<file path="src/rtl/pipeline_pkg.sv">
// Shared pipeline definitions: control-bundle layout, ALUOp encodings and register index width.
package pipeline_pkg;

  localparam int unsigned CTRL_W    = 8;
  localparam int unsigned REG_IDX_W = 5;
  localparam int unsigned FUNCT_W   = 4;

  // Bit positions inside {RegWrite, MemtoReg, Branch, MemRead, MemWrite, ALUSrc, ALUOp[1:0]}
  localparam int unsigned CTRL_REG_WRITE  = 7;
  localparam int unsigned CTRL_MEM_TO_REG = 6;
  localparam int unsigned CTRL_BRANCH     = 5;
  localparam int unsigned CTRL_MEM_READ   = 4;
  localparam int unsigned CTRL_MEM_WRITE  = 3;
  localparam int unsigned CTRL_ALU_SRC    = 2;
  localparam int unsigned CTRL_ALU_OP_HI  = 1;
  localparam int unsigned CTRL_ALU_OP_LO  = 0;

  typedef enum logic [1:0] {
    AluOpAdd    = 2'b00,
    AluOpBranch = 2'b01,
    AluOpRType  = 2'b10,
    AluOpIType  = 2'b11
  } alu_op_e;

  function automatic logic ctrlMemRead(logic [CTRL_W-1:0] ctrl);
    return ctrl[CTRL_MEM_READ];
  endfunction

endpackage

</file>
<file path="src/rtl/load_use_detect.sv">
// Combinational load-use detector: a valid load in EX whose rd feeds an operand read in ID.
module load_use_detect
  import pipeline_pkg::*;
(
  input  logic                 exValid,
  input  logic                 exMemRead,
  input  logic [REG_IDX_W-1:0] exRd,
  input  logic [REG_IDX_W-1:0] idRs1,
  input  logic [REG_IDX_W-1:0] idRs2,
  input  logic                 idUsesRs1,
  input  logic                 idUsesRs2,
  output logic                 lu
);

  logic rs1Hit;
  logic rs2Hit;

  assign rs1Hit = idUsesRs1 & (idRs1 == exRd);
  assign rs2Hit = idUsesRs2 & (idRs2 == exRd);

  // x0 is hardwired zero, so a load targeting it never creates a dependency
  assign lu = exValid & exMemRead & (exRd != '0) & (rs1Hit | rs2Hit);

endmodule

</file>
<file path="src/rtl/id_ex_stage_reg.sv">
// ID/EX pipeline register with load-use bubble insertion, branch flush, hold and
// saturating stall/flush performance counters.
module id_ex_stage_reg
  import pipeline_pkg::*;
#(
  parameter int unsigned XLEN  = 32,
  parameter int unsigned CNT_W = 16
) (
  input  logic                 clk,
  input  logic                 reset,
  input  logic [XLEN-1:0]      id_pc,
  input  logic [XLEN-1:0]      id_rdata1,
  input  logic [XLEN-1:0]      id_rdata2,
  input  logic [XLEN-1:0]      id_imm,
  input  logic [REG_IDX_W-1:0] id_rs1,
  input  logic [REG_IDX_W-1:0] id_rs2,
  input  logic [REG_IDX_W-1:0] id_rd,
  input  logic                 id_uses_rs1,
  input  logic                 id_uses_rs2,
  input  logic [FUNCT_W-1:0]   id_funct,
  input  logic [CTRL_W-1:0]    id_ctrl,
  input  logic                 flush,
  input  logic                 hold,
  output logic [XLEN-1:0]      ex_pc,
  output logic [XLEN-1:0]      ex_rdata1,
  output logic [XLEN-1:0]      ex_rdata2,
  output logic [XLEN-1:0]      ex_imm,
  output logic [REG_IDX_W-1:0] ex_rs1,
  output logic [REG_IDX_W-1:0] ex_rs2,
  output logic [REG_IDX_W-1:0] ex_rd,
  output logic [FUNCT_W-1:0]   ex_funct,
  output logic [CTRL_W-1:0]    ex_ctrl,
  output logic                 ex_valid,
  output logic                 pc_write,
  output logic                 if_id_write,
  output logic                 hazard_stall,
  output logic [CNT_W-1:0]     stall_cnt,
  output logic [CNT_W-1:0]     flush_cnt
);

  logic lu;
  logic loadBubble;

  load_use_detect uLoadUseDetect (
    .exValid   (ex_valid),
    .exMemRead (ctrlMemRead(ex_ctrl)),
    .exRd      (ex_rd),
    .idRs1     (id_rs1),
    .idRs2     (id_rs2),
    .idUsesRs1 (id_uses_rs1),
    .idUsesRs2 (id_uses_rs2),
    .lu        (lu)
  );

  // A flush or hold overrides the hazard, so it is only reported when a bubble is really inserted
  assign hazard_stall = lu & ~flush & ~hold;
  assign pc_write     = ~(hazard_stall | hold);
  assign if_id_write  = pc_write;
  assign loadBubble   = flush | hazard_stall;

  always_ff @(posedge clk or posedge reset) begin
    if (reset) begin
      ex_pc     <= '0;
      ex_rdata1 <= '0;
      ex_rdata2 <= '0;
      ex_imm    <= '0;
      ex_rs1    <= '0;
      ex_rs2    <= '0;
      ex_rd     <= '0;
      ex_funct  <= '0;
      ex_ctrl   <= '0;
      ex_valid  <= 1'b0;
    end else if (loadBubble) begin
      ex_pc     <= '0;
      ex_rdata1 <= '0;
      ex_rdata2 <= '0;
      ex_imm    <= '0;
      ex_rs1    <= '0;
      ex_rs2    <= '0;
      ex_rd     <= '0;
      ex_funct  <= '0;
      ex_ctrl   <= '0;
      ex_valid  <= 1'b0;
    end else if (!hold) begin
      ex_pc     <= id_pc;
      ex_rdata1 <= id_rdata1;
      ex_rdata2 <= id_rdata2;
      ex_imm    <= id_imm;
      ex_rs1    <= id_rs1;
      ex_rs2    <= id_rs2;
      ex_rd     <= id_rd;
      ex_funct  <= id_funct;
      ex_ctrl   <= id_ctrl;
      ex_valid  <= 1'b1;
    end
  end

  // Counters stick at all-ones rather than wrapping
  always_ff @(posedge clk or posedge reset) begin
    if (reset) begin
      stall_cnt <= '0;
      flush_cnt <= '0;
    end else begin
      if (hazard_stall && (stall_cnt != '1)) stall_cnt <= stall_cnt + CNT_W'(1);
      if (flush && (flush_cnt != '1)) flush_cnt <= flush_cnt + CNT_W'(1);
    end
  end

endmodule

</file>
<file path="config.mk">
export PLATFORM = sky130hd
export DESIGN_NAME = id_ex_stage_reg
export DESIGN_NICKNAME = d
export VERILOG_FILES = /design/src/rtl/pipeline_pkg.sv /design/src/rtl/load_use_detect.sv /design/src/rtl/id_ex_stage_reg.sv
export SDC_FILE = /design/constraint.sdc
export NUM_CORES = 1
export LEC_CHECK = 0
export CAP_MARGIN = 20
export CORE_AREA = 2 2 115 173
export CTS_CLUSTER_DIAMETER = 30
export CTS_CLUSTER_SIZE = 25
export DETAILED_ROUTE_END_ITERATION = 12
export DIE_AREA = 0 0 117 175
export MAX_ROUTING_LAYER = met4
export PLACE_DENSITY = 0.87
export SYNTH_ARGS = -nofsm -noshare
export SYNTH_HDL_FRONTEND = slang
export SYNTH_SLANG_ARGS = --single-unit
</file>
<file path="constraint.sdc">
create_clock -name clk -period 7.06 [get_ports clk]
set_input_delay 1.412 -clock clk [delete_from_list [all_inputs] [get_ports clk]]
set_output_delay 1.412 -clock clk [all_outputs]
set_load 0.02 [all_outputs]
</file>
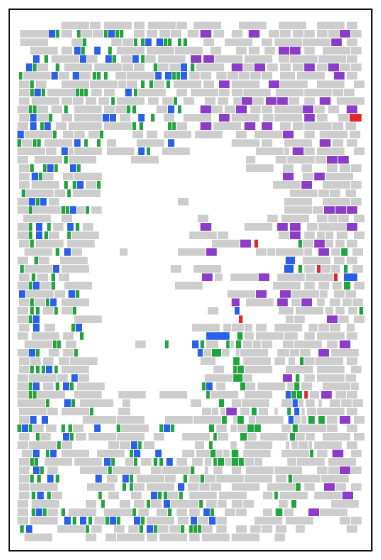
Figure 1: logic cells by family.
- blue: inverting AOI/OAI gates (cells 99; most used o22ai_1)
- purple: AND-OR and OR-AND gates (cells 67; most used a32o_1)
- red: inverters (cells 6; most used inv_1; where middle right)
- green: NAND gates (cells 225; most used nand2_1; where widely spread)

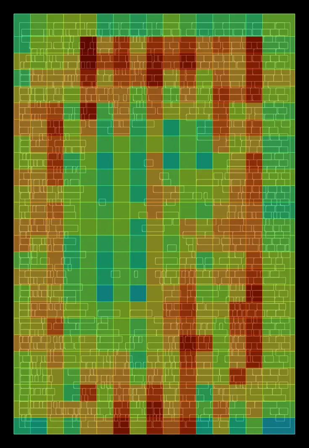
Figure 2: congestion heat map.
routed len/inst: 19.3 µm
Core Util, Final: 63.7%
GRT Total Usage: 25.2%
GRT met3 Usage: 6.90%

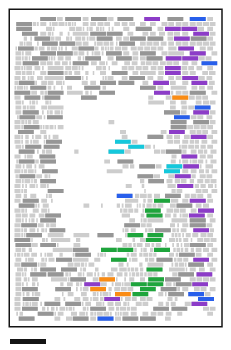
Figure 3: register map, names as in the netlist.
Scale bar: 20 µm. Other sequential cells in the stronger grey, the rest of the logic in the fainter grey.
- cyan: `ex_rs1` (placed flops 5; where centre)
- green: `stall_cnt` (placed flops 16)
- purple: `ex_pc` (placed flops 32; where a vertical strip on the right)
- orange: `ex_funct` (placed flops 4)
- blue: `ex_ctrl` (placed flops 8)
- not coloured: 123

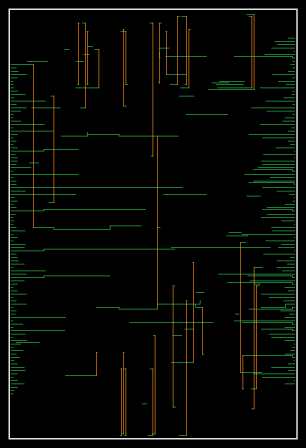
Figure 4: routed metal, one colour a layer.
Only two layers are drawn.
- green: met3 (wire length 2,070 µm)
- orange: met4 (wire length 1,060 µm)

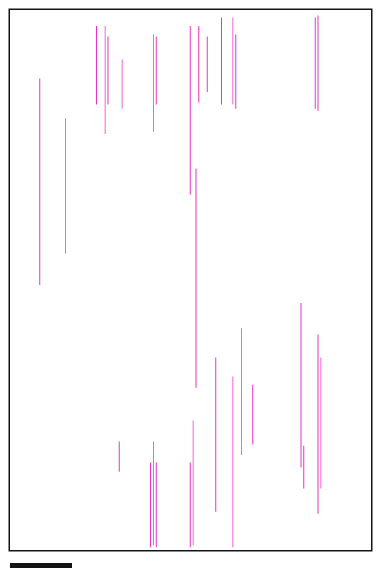
Figure 5: the metal 4 layer.
Scale bar: 20 µm.
- main direction: vertical
- wire length on this layer: 1,060 µm
- nets with wire on the layer: 28

-- final timing paths --
kind / startpoint / end / slack [ns] / cells past startpoint
min reg2reg: ex_rs1[4] / ex_rs1[4] / 0.48 / 2
max: id_rs1[4] / pc_write / 1.95 / 8
min in group asynchronous: reset / ex_ctrl[2] / 1.57 / 2
max reg2reg: ex_rd[1] / ex_rdata2[6] / 4.31 / 7
min: ex_rs1[4] / ex_rs1[4] / 0.48 / 2
max in group asynchronous: reset / ex_imm[24] / 4.19 / 3
-- cells by family (layout without fill, tap and decap cells) --
logic type	Yosys count	in the layout	share of synthesized area (%)
flip-flops	188	188	59.8
AND/OR/NAND/NOR	264	264	14.6
multiplexers	2	2	0.286
buffers and inverters	72	398	4.21
AND-OR/OR-AND	166	166	16.6
adder cells (fa/ha/maj)	2	2	0.318
XOR/XNOR	38	38	4.23
==> GITHUB_STEP_SUMMARY <==
### Flow metrics

| Metric | Value |
|---|---|
| Outcome | complete, no violations |
| Hold-fix buffers, CTS | 0 |
| Post CTS Setup Buffer Count | 0 |
| DR pass1 iterations | 7 |
| Vias in the first global route | 7,203 |
| Setup_tns | 0 ns |
| Max Cap Violations | 0 |
| Syn avg cell area | 10.8 µm² |
| Post-route cell area | around 0.012 mm² |
| GRT met1 Usage | 28.5% |
| Logic pwr share | between 10% and 20% |
| Initial antenna violation count | 0 |
| Post-route insts no fill | 1,314 |
| Count leader, synth | nand2_1 |
| Post-cts resize count | 0 |
| Area leader, netlist | dfrtp_1 |
| Top routing layer used | met4 |
| Nets@finish | about 1,200 |
| Unrepaired setup endpoints after global routing | no |
| Dominant Register Cell | dfrtp_1 |
| Hold Vio Cnt, Final | 0 |
| I/O Pins | ~350 |
| GR peak layer | met2 |
| Critical-path cell list | clkdlybuf4s50_1 > xnor2_1 > nand4_1 > o22ai_2 > buf_4 > nor2b_4 > a21oi_1 > clkdlybuf4s50_1 |
| DR DRC count | 0 |
| Leakage power | 4.90 nW |
| Layout cells sized above 1 | roughly 5.2% |
| Signal buf overhead | 29.5% |
| Netlist Area Pre-Place | slightly below 0.008 mm² |
| Most used logic cell in the final layout | clkdlybuf4s50_1 |
| Core footprint | roughly 0.019 mm² |
| CP max-delay cell | clkdlybuf4s50_1 |
| Final hold slack | 0.476 ns |
| Post-synth ARST share | 100% |
| Clock Sinks | 188 |
| Routed wire length | 25,300 µm |
| Grt ovf | 0 |
| Top cell by count, worst path | clkdlybuf4s50_1 |
| Num CTS Buffers | 17 |
| Latency at later pin | 0.43 ns |
| Syn Inst Count | approximately 730 |
| Dpl cell area | 0.0115 mm² |
| Total sequential power | around 0.0012 W |
| Leading power group | registers |
| First-pass GRT wire length | 38,400 µm |
| Initial DRC count | ~530 |
| YS chip area | ~0.008 mm² |
| Int Power | between 0.0015 and 0.002 W |
| Detailed Place HPWL | approximately 17,000 µm |
| Pwr dens | 224 mW/mm² |
| # Cells Yosys | about 730 |
| Buf+Inv Stages, Crit Path | 3 |
| Number of diodes | 0 |
| P_clk | ~0.0010 W |
| Global-route met2 utilization | between 40 and 50% |
| Worst setup SP type | input pin |
| Switch share | a little over a quarter |
| Total Power | around 0.0027 W |
| Slew margin rel. | 27.6% |
| Tool warnings | 28 |
| Top Layout Cells | 349 x clkdlybuf4s50_1, 193 x nand2_1, 188 x dfrtp_1, 89 x o22ai_1, 64 x a32o_1 |
| Place WS | between 1.5 and 2 ns |
| Vias per Instance | between 5 and 6 |
| Die Wd | 117 µm |
| Depth of the CTS H-tree | 4 |
| Arr. time, crit path | between 3 and 4 ns |
| Deepest clock path buffer count | 2 |
| Die Y | ~180 µm |
| Part of the Yosys area used for sequential elements | roughly three fifths |
| Row count | 62 |
| F_max | 0.196 GHz |
| GP Congestion | 0.877 |
| Comb power | about 0.00051 W |
| Nonclk inv count | 6 |
| Cycle use final | 72.3% |
Power and IR drop assume default switching activity.
